==> config.mk <==
export PLATFORM = sky130hd
export DESIGN_NAME = seq_det_sched
export DESIGN_NICKNAME = d
export VERILOG_FILES = /design/src/rtl/seq_det_sched_pkg.sv /design/src/rtl/seq_det_engine.sv /design/src/rtl/seq_det_sched.sv
export SDC_FILE = /design/constraint.sdc
export NUM_CORES = 1
export LEC_CHECK = 0
export ABC_AREA = 1
export CORE_ASPECT_RATIO = 1.1
export CORE_MARGIN = 2
export CORE_UTILIZATION = 39
export DETAILED_ROUTE_END_ITERATION = 8
export GPL_TIMING_DRIVEN = 1
export SLEW_MARGIN = 20
export SYNTH_ARGS = -nofsm -noshare
export SYNTH_HDL_FRONTEND = slang
export SYNTH_HIERARCHICAL = 1
export SYNTH_SLANG_ARGS = --single-unit
==> constraint.sdc <==
create_clock -name clk -period 5.2 [get_ports clk]
set_input_delay 0.78 -clock clk [delete_from_list [all_inputs] [get_ports clk]]
set_output_delay 0.78 -clock clk [all_outputs]
set_load 0.005 [all_outputs]
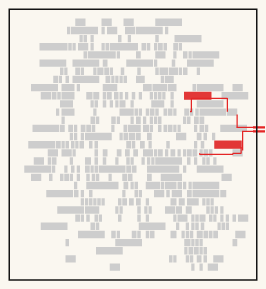
*Wires at chosen ports, followed through buffers, run 1*
(3 px per um)
| port | color | bits | direction | edge | end cells | buffers | wire |
|---|---|---|---|---|---|---|---|
| match_lane | red | 2 | output | east | 2 | 2 | 58.0 um |
# IOs: 24
PortBufs: 23

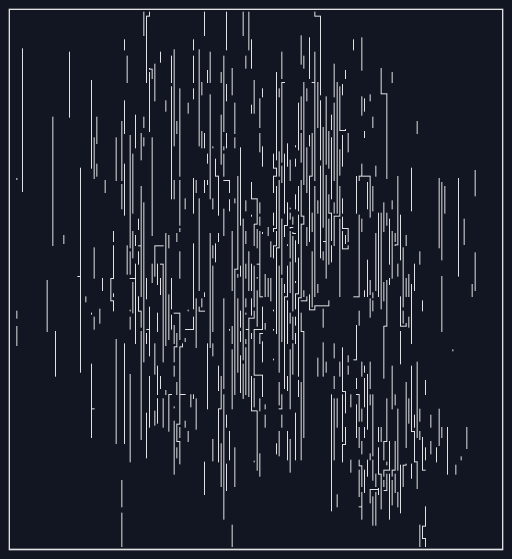
*Metal 2, run 1*
(6 px per um)
nets with wire on the layer: 309
longest straight run: 34.0 um
DRT Wirelength: 6240 um
DR vias: 2,375
met2 usage: 0.270

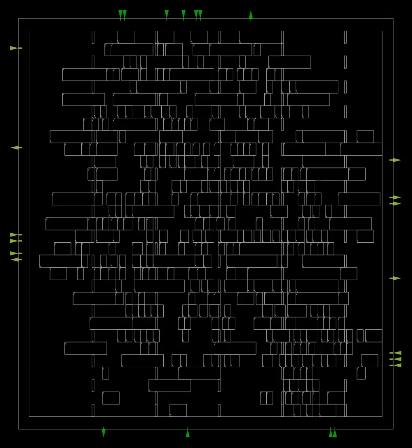
*Placed standard cells, run 1*
n_taps: 82
filler cell count: 694
Seq/total area: 0.320
post-route insts no fill: 480
FFs & Latches: 37

==> impl_metrics.csv, run 1 <==
group,metric,value,unit
outcome,status,"finished clean",
detailed_routing,vias_per_cell,4.95,
worst_setup_path,critical_path_class,"input pin to output port",
detailed_routing,drc,0,
place,dp_hpwl,4690,um
sta,timing.fmax,0.256,GHz
detailed_routing,antenna_left,0,
sta,hold_viol,0,
global_routing,overflow,0,
floorplan,die_h,89.8,um
yosys,synth_area_per_cell,6.65,um^2
clocking,cts_max_path_buffers,2,
worst_setup_path,worstRegToRegCells,20,
yosys,ys_warn_count,6,
sta,worst_slew_pin_slew,0.929,ns
floorplan,fp_util,0.400,
floorplan,die_area,0.00736,mm^2
clocking,cts-root-buf,"clkbuf_8",
clocking,clk-insertion-delay-late,0.29,ns
pwr,p_total,0.00155,W
sta,worst_slack,1.29,ns
clocking,cts.clk_slew.worst_paths,0.07,ns
yosys,synth_cells,392,
clocking,cts_hold_buf,0,
floorplan,core,0.00652,mm^2
worst_setup_path,end_kind,"output port",
sta,fin_setup_tns,0,ns
clocking,cts_resized,0,
hold_path,min_delay_path_depth,2,
global_routing,grt_pass1_wl,10400,um
sta,setup_viol,0,
place,placed_cells,472,
final_layout,largest_reg_flops,24,
flow_run,warnings,29,
pwr,power_density,534,mW/mm^2
global_routing,track_usage,0.178,
place,finalWeightedCongestion,0.862,
sta,slew_headroom,0.380,
place,post-place-ws,1.30,ns
final_layout,drive_gt1_frac,0.101,
global_routing,grt_pass1_vias,2223,
clocking,cts_inserted_buffers,5,
floorplan,die_w,82.0,um
sta,fin_crit,3.91,ns
final_layout,synthToLayoutAreaGrowth,11.5,%
detailed_routing,dr.pass1.iters,5,
pwr,vdd_ir_drop_max,217,uV
worst_setup_path,cp.arrival,3.13,ns
sta,drv_slew,0,
sta,finalClockPeriodUsage,0.752,
hold_path,hp-class,"flip-flop to flip-flop",
sta,rsz0062_at_grt,"no",
global_routing,antenna_found_initial,0,
clocking,postCtsSetupBuffers,0,
final_layout,final_nets,419,
place,post_dp_cell_area,0.00277,mm^2
flow_run,maxCapViolations,0,
detailed_routing,wl_per_cell,13.0,um
sta,skew,0.00683,ns
clocking,h-tree-depth,2,
final_layout,design_area,0.00291,mm^2
worst_setup_path,required,4.42,ns
worst_setup_path,worstPathMaxFanout,17,
global_routing,grt_max_degree,38,
clocking,cts_tree,"built",
clocking,cts_sinks,37,
yosys,syn_area,0.00261,mm^2
pwr,leakagePower,1.58,nW
final_layout,antenna_cells,0,
worst_setup_path,critPathLaunchType,"input pin",
worst_setup_path,r2r_slack,2.03,ns
detailed_routing,drt_iter0_drc,167,
yosys,syn_nets,414,
floorplan,core.rowCount,31,
[run 1: stage by stage]
step	hold WS [ns]	util
finish	0.476	0.446
global route	0.509	0.446
CTS	0.482	0.446
detailed placement	0.463	0.426
global placement	0.466	0.426
floorplan	0.442	-
[run 1: layout by cell type, fill, tap and decap left out, types with 2 or more instances in the layout]
cell type	instances
o21ai_0	9
inv_1	45
o32ai_1	6
dfstp_2	3
nand2_2	5
dfrtp_1	34
nand4_1	2
clkdlybuf4s50_1	22
nand3_1	53
o21ai_1	6
clkbuf_8	5
inv_2	8
nor2_1	10
ha_1	6
nand2_1	160
nor2_2	5
nand3_2	6
bufinv_16	2
or2_1	2
[run 1: worst max-delay path, stage by stage]
cell and delay [ns]:
clkdlybuf4s50_1 0.40, inv_1 0.08, nand2_1 0.08, nand3_1 0.13
inv_1 0.05, a31oi_1 0.14, nand2_1 0.11, nor2_4 0.33
inv_2 0.19, ha_1 0.24, nand2_1 0.10, inv_1 0.04
clkdlybuf4s50_1 0.44
[run 1: metal layers]
layer	GRT usage	routed length, um	up-vias
li1	-	-	1213
met1	0.255	3010	1091
met2	0.270	2870	62
met3	0.0361	286	9
met4	0.0528	73	0
met5	0	0	-
[run 1: cell type report]
type	count	area [um^2]
flip-flops and latches	37	930
well taps	82	103
clock inverters	3	65.1
clock buffers	5	68.8
multi-input cells	275	1310
fillers	694	3610
repair buffers	23	225
inverters	55	209
[run 1: power breakdown]
part	switching, W	internal, W
clock	0.000110	0.000191
sequential	0.0000512	0.000348
combinational	0.000597	0.000256
==> run 2: changes to the inputs <==
==> constraint.sdc (replaced) <==
create_clock -name clk -period 3.5 [get_ports clk]
set_input_delay 0.525 -clock clk [delete_from_list [all_inputs] [get_ports clk]]
set_output_delay 0.525 -clock clk [all_outputs]
set_load 0.005 [all_outputs]
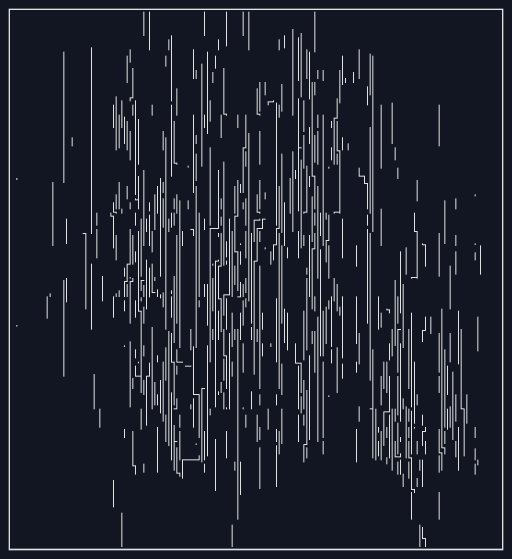
*Metal 2, run 2*
(6 px per um)
nets with wire on the layer: 309
wire length on this layer: 2,780 um
share of all routed wire: 46%
longest straight run: 32.0 um
DRT Wirelength: 6110 um
DR vias: 2,346
met2 usage: 0.278

==> impl_metrics.csv, run 2 <==
group,metric,value,unit
sta,drv_slew,0,
outcome,status,"finished clean",
sta,worst_slew_pin_slew,0.907,ns
floorplan,fp_util,0.400,
clocking,cts_inserted_buffers,5,
pwr,p_int,0.00109,W
floorplan,die_h,89.8,um
flow_run,maxCapViolations,0,
worst_setup_path,end_kind,"output port",
final_layout,layout_top_cells,"nand2_1, nand3_1, inv_1, dfrtp_1, clkdlybuf4s50_1",
place,post_dp_cell_area,0.00280,mm^2
clocking,cts_resized,0,
worst_setup_path,worstPathMaxFanout,10,
worst_setup_path,cp.arrival,2.72,ns
clocking,cts_max_path_buffers,2,
floorplan,core.rowCount,31,
clocking,cts-root-buf,"clkbuf_8",
pwr,switching_power,0.00113,W
detailed_routing,antenna_left,0,
worst_setup_path,r2r_slack,0.63,ns
worst_setup_path,worstRegToRegCells,20,
final_layout,lay_top_count,"nand2_1",
pwr,vdd_ir_drop_max,328,uV
yosys,synth_cells,392,
final_layout,final_nets,422,
flow_run,warnings,29,
global_routing,overflow,0,
pwr,power_frac_clock,0.146,
sta,rsz0062_at_grt,"no",
yosys,syn_area,0.00261,mm^2
detailed_routing,dr.pass1.iters,4,
pwr,leakagePower,1.57,nW
sta,finalClockPeriodUsage,0.927,
pwr,power_density,767,mW/mm^2
sta,timing.fmax,0.308,GHz
worst_setup_path,crit_path_frequent_cell,"inv_2",
final_layout,fin_util,0.444,
clocking,cts_sinks,37,
sta,hold_viol,0,
sta,slew_headroom,0.395,
worst_setup_path,critical_path_class,"input pin to output port",
global_routing,grt_pass1_vias,2262,
clocking,cts.clk_slew.worst_paths,0.09,ns
worst_setup_path,crit_chain,"clkdlybuf4s50_1, inv_1, nand2_1, nand3_1, nand2_1, inv_2, nand3_2, nor2_2, nor2_4, inv_2, nand3_2, inv_2, clkdlybuf4s50_1",
global_routing,grt_pass1_wl,10300,um
floorplan,ioPinCount,24,
final_layout,drive_gt1_frac,0.105,
global_routing,track_usage,0.180,
pwr,sw_frac_of_total,0.508,
final_layout,antenna_cells,0,
global_routing,grt_max_degree,38,
place,finalWeightedCongestion,0.905,
hold_path,hp-class,"input pin to asynchronous set/reset pin",
final_layout,largest_reg_flops,24,
sta,fin_setup_tns,0,ns
pwr,combPwrFrac,0.586,
worst_setup_path,required,2.97,ns
detailed_routing,vias_per_cell,4.86,
detailed_routing,drc,0,
pwr,seq_power_share,0.269,
floorplan,core,0.00652,mm^2
sta,fin_crit,3.25,ns
detailed_routing,drt_iter0_drc,116,
worst_setup_path,critPathLaunchType,"input pin",
place,dp_hpwl,4680,um
worst_setup_path,critical-path-max-stage-delay,0.52,ns
global_routing,antenna_found_initial,0,
yosys,synth_area_per_cell,6.65,um^2
clocking,h-tree-depth,2,
place,io_buffers,23,
worst_setup_path,slowest_stage,"clkdlybuf4s50_1",
sta,setup_viol,0,
floorplan,die_w,82.0,um
detailed_routing,wl_per_cell,12.6,um
yosys,syn_nets,414,
final_layout,synthToLayoutAreaGrowth,10.8,%
floorplan,die_area,0.00736,mm^2
sta,skew,0.0157,ns
clocking,clk-insertion-delay-late,0.31,ns
clocking,cts_hold_buf,0,
clocking,cts_tree,"built",
final_layout,design_area,0.00289,mm^2
clocking,postCtsSetupBuffers,0,
yosys,ys_warn_count,6,
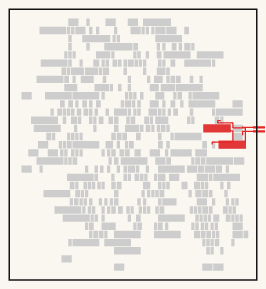
*Wires at chosen ports, followed through buffers, run 2*
(3 px per um)
| port | color | bits | direction | edge | end cells | buffers | wire |
|---|---|---|---|---|---|---|---|
| match_lane | red | 2 | output | east | 2 | 2 | 38.7 um |

-- run 2: cell types whose count changed in the layout (fill, tap and decap cells not counted), sizes merged --
cell	delta
buf	+3
bufinv	-2
clkbuf	+2
clkinv	-1
clkinvlp	+1
-- run 2: worst max-delay path, delay by kind of cell --
family                 cells  cell delay (ns)
and+or+nand+nor            7             0.76
buffers and inverters      6             1.43
-- run 2: metal layers --
layer,vias up,wire length [um],GRT usage
li1,1224,-,-
met5,-,0,0
met4,0,148,0.0639
met2,53,2780,0.278
met3,12,287,0.0371
met1,1057,2890,0.247
-- run 2: cell type report --
type                    count  area [um^2]
repair buffers             26          248
well taps                  82          103
clock buffers               7         86.3
multi-input cells         275         1310
inverters                  55          209
flip-flops and latches     37          930
fillers                   693         3630
clock inverters             1         7.51
-- run 2: metrics by stage --
step	cells	hold slack (ns)	worst slack, ns	power [W]
floorplan	392	0.229	1.09	0.00174
global placement	475	0.462	0.312	0.00189
detailed placement	475	0.466	0.247	0.00189
CTS	483	0.357	0.258	0.00222
global route	483	0.398	0.0682	0.00243
finish	483	0.324	0.255	0.00222
-- run 2: power groups by stage --
stage	registers (W)	logic (W)	clock network [W]
after floorplan	0.000570	0.00117	0
after global placement	0.000599	0.00129	0
after detailed placement	0.000601	0.00129	0
after CTS	0.000594	0.00130	0.000328
after global routing	0.000607	0.00148	0.000349
final	0.000595	0.00130	0.000323
Power figures rest on the tool's default switching activity, not on a simulated workload.
